[config.mk]
export PLATFORM = sky130hd
export DESIGN_NAME = trivium_ctrl
export DESIGN_NICKNAME = d
export VERILOG_FILES = /design/src/rtl/trivium_pkg.sv /design/src/rtl/trivium_byte_pack.sv /design/src/rtl/trivium_ctrl.sv
export SDC_FILE = /design/constraint.sdc
export NUM_CORES = 1
export LEC_CHECK = 0
export CORE_AREA = 3 3 132 134
export CTS_BUF_LIST = sky130_fd_sc_hd__clkbuf_4 sky130_fd_sc_hd__clkbuf_8 sky130_fd_sc_hd__clkbuf_16
export CTS_CLUSTER_DIAMETER = 40
export CTS_CLUSTER_SIZE = 24
export DETAILED_ROUTE_END_ITERATION = 12
export DIE_AREA = 0 0 135 137
export PLACE_DENSITY = 0.83
export SETUP_SLACK_MARGIN = 0.4
export SYNTH_ARGS = -nofsm -noshare
export SYNTH_HDL_FRONTEND = slang
export SYNTH_SLANG_ARGS = --single-unit
[constraint.sdc]
create_clock -name clk -period 2.2 [get_ports clk]
set_input_delay 0.55 -clock clk [delete_from_list [all_inputs] [get_ports clk]]
set_output_delay 0.55 -clock clk [all_outputs]
set_load 0.005 [all_outputs]
[src/rtl/trivium_pkg.sv]
// Shared types and sizing for the Trivium keystream controller.
// Holds the FSM encoding, default configuration lengths and key/IV widths.
package trivium_pkg;

    typedef enum logic [1:0] {
        ST_IDLE   = 2'd0,
        ST_INIT   = 2'd1,
        ST_WARMUP = 2'd2,
        ST_RUN    = 2'd3
    } state_t;

    localparam int CFG_BYTES_DEF     = 20;
    localparam int WARMUP_CYCLES_DEF = 1152;
    localparam int KEY_W             = 80;
    localparam int IV_W              = 80;
    localparam int KEY_BYTES         = KEY_W / 8;
    localparam int IV_BYTES          = IV_W / 8;

endpackage

[src/rtl/trivium_byte_pack.sv]
// Serial-to-byte collector: gathers keystream bits MSB-first and presents
// each completed byte through a valid/ready output register.
module trivium_byte_pack (
    input  logic       clk,
    input  logic       i_rst,
    input  logic       i_clr,
    input  logic       i_bit_en,
    input  logic       i_bit,
    input  logic       i_ready,
    output logic       o_valid,
    output logic [7:0] o_data
);

    logic [6:0] r_shift;
    logic [2:0] r_cnt;
    logic       r_valid;
    logic [7:0] r_data;
    logic       w_done;

    assign w_done = i_bit_en && (r_cnt == 3'd7);

    always_ff @(posedge clk) begin
        if (i_rst) begin
            r_shift <= '0;
            r_cnt   <= '0;
            r_valid <= 1'b0;
            r_data  <= '0;
        end else if (i_clr) begin
            r_shift <= '0;
            r_cnt   <= '0;
            r_valid <= 1'b0;
        end else begin
            if (w_done) begin
                r_data  <= {r_shift, i_bit};
                r_shift <= '0;
                r_cnt   <= '0;
            end else if (i_bit_en) begin
                r_shift <= {r_shift[5:0], i_bit};
                r_cnt   <= r_cnt + 3'd1;
            end
            // A byte finishing on a handshake cycle replaces the old one directly.
            if (w_done) begin
                r_valid <= 1'b1;
            end else if (r_valid && i_ready) begin
                r_valid <= 1'b0;
            end
        end
    end

    assign o_valid = r_valid;
    assign o_data  = r_data;

endmodule

[src/rtl/trivium_ctrl.sv]
// Trivium session controller: loads key/IV bytes, sequences core load and
// warm-up, then packs the core keystream into bytes for a valid/ready consumer.
module trivium_ctrl
    import trivium_pkg::*;
#(
    parameter int WARMUP_CYCLES = WARMUP_CYCLES_DEF,
    parameter int CFG_BYTES     = CFG_BYTES_DEF
) (
    input  logic             clk,
    input  logic             rst,
    input  logic             cfg_valid,
    input  logic [7:0]       cfg_data,
    output logic             cfg_ready,
    input  logic             cfg_clr,
    input  logic             start,
    input  logic             stop,
    output logic             busy,
    output logic             ks_valid,
    output logic [7:0]       ks_data,
    input  logic             ks_ready,
    output logic             core_rst,
    output logic             core_enable,
    output logic [KEY_W-1:0] core_key,
    output logic [IV_W-1:0]  core_iv,
    input  logic             core_ks_bit,
    output state_t           dbg_state
);

    localparam int                WARM_W    = $clog2(WARMUP_CYCLES + 1);
    localparam logic [4:0]        CFG_FULL  = 5'(CFG_BYTES);
    localparam logic [WARM_W-1:0] WARM_LAST = WARM_W'(WARMUP_CYCLES - 1);

    state_t              r_state;
    state_t              w_next;
    logic [4:0]          r_cfg_cnt;
    logic [WARM_W-1:0]   r_warm_cnt;
    logic [KEY_W-1:0]    r_key;
    logic [IV_W-1:0]     r_iv;
    logic                w_abort;
    logic                w_bit_en;
    logic                w_ks_valid;

    assign w_abort = stop && (r_state != ST_IDLE);

    always_ff @(posedge clk) begin
        if (rst) begin
            r_state <= ST_IDLE;
        end else begin
            r_state <= w_next;
        end
    end

    always_comb begin
        w_next      = r_state;
        cfg_ready   = 1'b0;
        core_rst    = 1'b0;
        core_enable = 1'b0;
        busy        = 1'b0;
        case (r_state)
            ST_IDLE: begin
                cfg_ready = (r_cfg_cnt < CFG_FULL);
                if (start && !stop && (r_cfg_cnt == CFG_FULL)) begin
                    w_next = ST_INIT;
                end
            end
            ST_INIT: begin
                busy     = 1'b1;
                core_rst = 1'b1;
                w_next   = stop ? ST_IDLE : ST_WARMUP;
            end
            ST_WARMUP: begin
                busy        = 1'b1;
                core_enable = 1'b1;
                if (stop) begin
                    w_next = ST_IDLE;
                end else if (r_warm_cnt == WARM_LAST) begin
                    w_next = ST_RUN;
                end
            end
            ST_RUN: begin
                busy        = 1'b1;
                // Core only advances when the output register can take a new byte.
                core_enable = !w_ks_valid || ks_ready;
                if (stop) begin
                    w_next = ST_IDLE;
                end
            end
            default: w_next = ST_IDLE;
        endcase
    end

    always_ff @(posedge clk) begin
        if (rst) begin
            r_cfg_cnt <= '0;
            r_key     <= '0;
            r_iv      <= '0;
        end else if (r_state == ST_IDLE) begin
            if (cfg_clr) begin
                r_cfg_cnt <= '0;
            end else if (cfg_valid && cfg_ready) begin
                for (int k = 0; k < KEY_BYTES; k++) begin
                    if (r_cfg_cnt == 5'(k)) r_key[8*k +: 8] <= cfg_data;
                end
                for (int k = 0; k < IV_BYTES; k++) begin
                    if (r_cfg_cnt == 5'(k + KEY_BYTES)) r_iv[8*k +: 8] <= cfg_data;
                end
                r_cfg_cnt <= r_cfg_cnt + 5'd1;
            end
        end
    end

    always_ff @(posedge clk) begin
        if (rst) begin
            r_warm_cnt <= '0;
        end else if ((r_state == ST_WARMUP) && !stop) begin
            r_warm_cnt <= r_warm_cnt + WARM_W'(1);
        end else begin
            r_warm_cnt <= '0;
        end
    end

    assign w_bit_en = (r_state == ST_RUN) && core_enable && !stop;

    trivium_byte_pack u_pack (
        .clk      (clk),
        .i_rst    (rst),
        .i_clr    (w_abort),
        .i_bit_en (w_bit_en),
        .i_bit    (core_ks_bit),
        .i_ready  (ks_ready),
        .o_valid  (w_ks_valid),
        .o_data   (ks_data)
    );

    assign ks_valid  = w_ks_valid;
    assign core_key  = r_key;
    assign core_iv   = r_iv;
    assign dbg_state = r_state;

endmodule

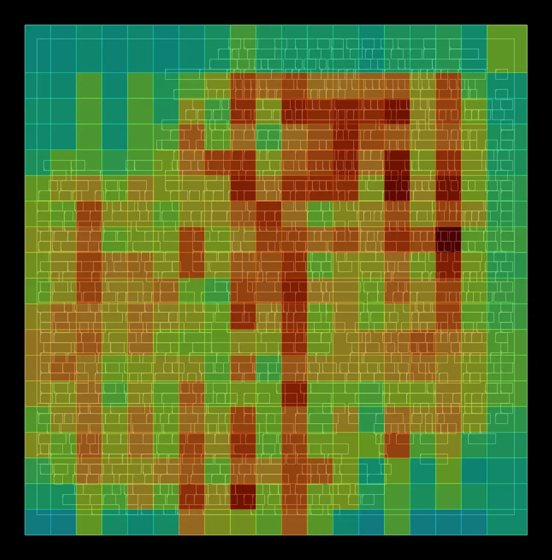
*Routing congestion*
Final Util: 67.6%
grt met1 use: 32.3%
GR Util met3: 7.43%
gr usage total: 25.0%
met2 global-route usage: 40.6%

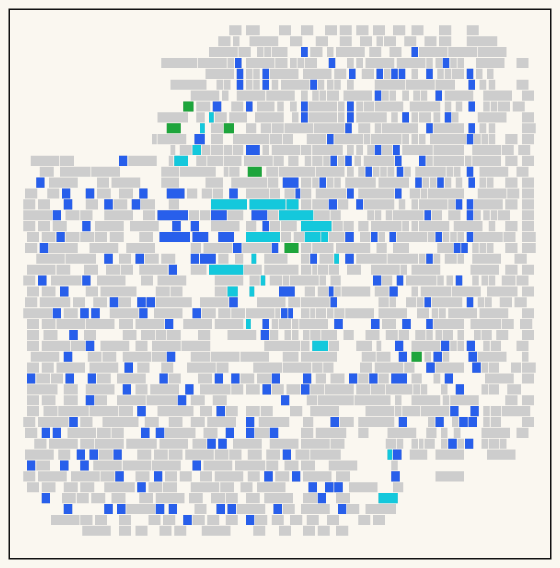
*Logic cells by family*
(4 px per µm)
AND-OR and OR-AND gates -> green  # cells 6
NOR gates -> cyan  # cells 22
NAND gates -> blue  # cells 214, where widely spread
Top cell excl fill/tap: dlygate4sd2_1
Non-Filler Instances: 1274
Comb/total area: 35.6%

==> reports/metrics.yaml <==
run_status:
  outcome: "finished clean"
placement:
  dp.cells: 1222
  place_area_mm2: 0.0104
  dp_hpwl_um: 15800
  place_congestion: 0.856
  post-place-ws_ns: -0.382
logic_synthesis:
  fp_nets: 868
  async_reset_ff_share_pct: 0
  area_leaders: "dfxtp_1, mux2i_1, nand2b_1"
  yosys.area.top_type: "dfxtp_1"
  synth_flops: 197
  ys_seq_share_pct: 48.3
  yosys_warnings: 0
  top_cell_area_share_pct: 48.3
  yosys-top-cells-count: "dfxtp_1, nand2b_1, mux2i_1, a21oi_1"
  yosys_area_mm2: 0.00816
  ys_cells: 844
  netlist_instances: 844
  synth.avg_cell_area_um2: 9.67
  most_common_cell: "dfxtp_1"
  flop_cell: "dfxtp_1"
  synth_area_mm2: 0.00816
layout:
  diodes: 0
  nets: 1067
  stdcell_area_mm2: 0.0111
  final_cell_mix: "dlygate4sd2_1, dfxtp_1, nand2b_1, mux2i_1, a21oi_1"
global_routing:
  top_usage_layer: "met2"
  grt_max_degree: 61
  grt_overflow: 0
  antenna_found_initial: 0
  grt_pass1_vias: 6796
job:
  drv_cap: 0
  warning_count: 31
timing:
  worstMarginPinSlew_ns: 0.687
  finalCriticalPeriod_ns: 1.89
  setup_violations: 0
  hold_ws_ns: 0.431
  drv_slew: 0
  hold_violations: 0
  setup_tns_ns: 0
  worst_slack_ns: 0.310
  finClkSkew_ns: 0.0105
  finalCritPeriodShare_pct: 85.9
  rsz0062_at_grt: "yes"
  slew_headroom_pct: 54.2
pwr:
  clockPowerShare_pct: 42.7
  seq_power_share_pct: 52.6
  p_sw_uw: 1600
  pg_seq_uw: 3580
  power_uw: 6800
  vdd_drop_max_v: 0.000670
  leakagePower_uw: 0.00536
  clk-power_uw: 2910
  power_density_mw_per_mm2: 613
  power_leader: "sequential cells"
floorplanning:
  die_area_mm2: 0.0185
  die_w_um: 135
  die_h_um: 137
  coreArea_mm2: 0.0164
  fp_util_pct: 49.8
detailed_routing:
  met3_length_um: 2300
  met2WireLength_um: 11400
  drt-met1-wl_um: 10100
  drc_errors: 0
  vias: 7285
  drtIter0Drc: 668
  firstDrtPassIters: 5
  via_per_inst: 5.72
  wl_um: 24500
  drtAntennaViolNets: 0
worst_setup_path:
  reg2reg_depth: 6
  cp.arrival_ns: 1.34
  crit_fanout: 3
  worstReg2RegEnd: "core_key[79]$_SDFFE_PP0P_"
  reg2reg_from: "dbg_state[1]$_SDFFE_PP0P_"
  critPathLaunch: "dbg_state[1]$_SDFFE_PP0P_"
  startpoint_type: "flop"
worst_hold_path:
  hold_depth: 2
  min_from: "rst"
  hold_path_class: "in2reg"
cts:
  clkSinkCount: 197
  numCtsBuffers: 17
  cts_setup_buffers: 8
  cts_tree: "built"
  cts_resized: 259
  cts_buffer_depth: 2
  clkTransAtPathRegs_ns: 0.07
  root_buffer: "clkbuf_16"
  clock_latency_ns: 0.43
-- worst max-delay path: stages, from the launching register on --
cell and delay [ns]:
dfxtp_4 0.36, buf_6 0.12, nor2_4 0.10, buf_6 0.11
and2_4 0.14, buf_6 0.08
-- cell type report --
| class | count | area, µm² |
|---|---|---|
| tap | 220 | 275 |
| fill | 1315 | 5320 |
| timing repair buffer | 259 | 2270 |
| multi-input combinational | 559 | 3950 |
| clock inverter | 11 | 103 |
| clock buffer | 19 | 447 |
| sequential | 197 | 4010 |
| inverter | 9 | 33.8 |
-- kinds of logic after synthesis --
logic type	synth area share [%]
simple gates	20.6
flops	48.3
buf+inv	5.15
mux	11.8
fa+ha+maj	1.23
compound gates	12.6
xor+xnor	0.322
Power and IR drop assume default switching activity.
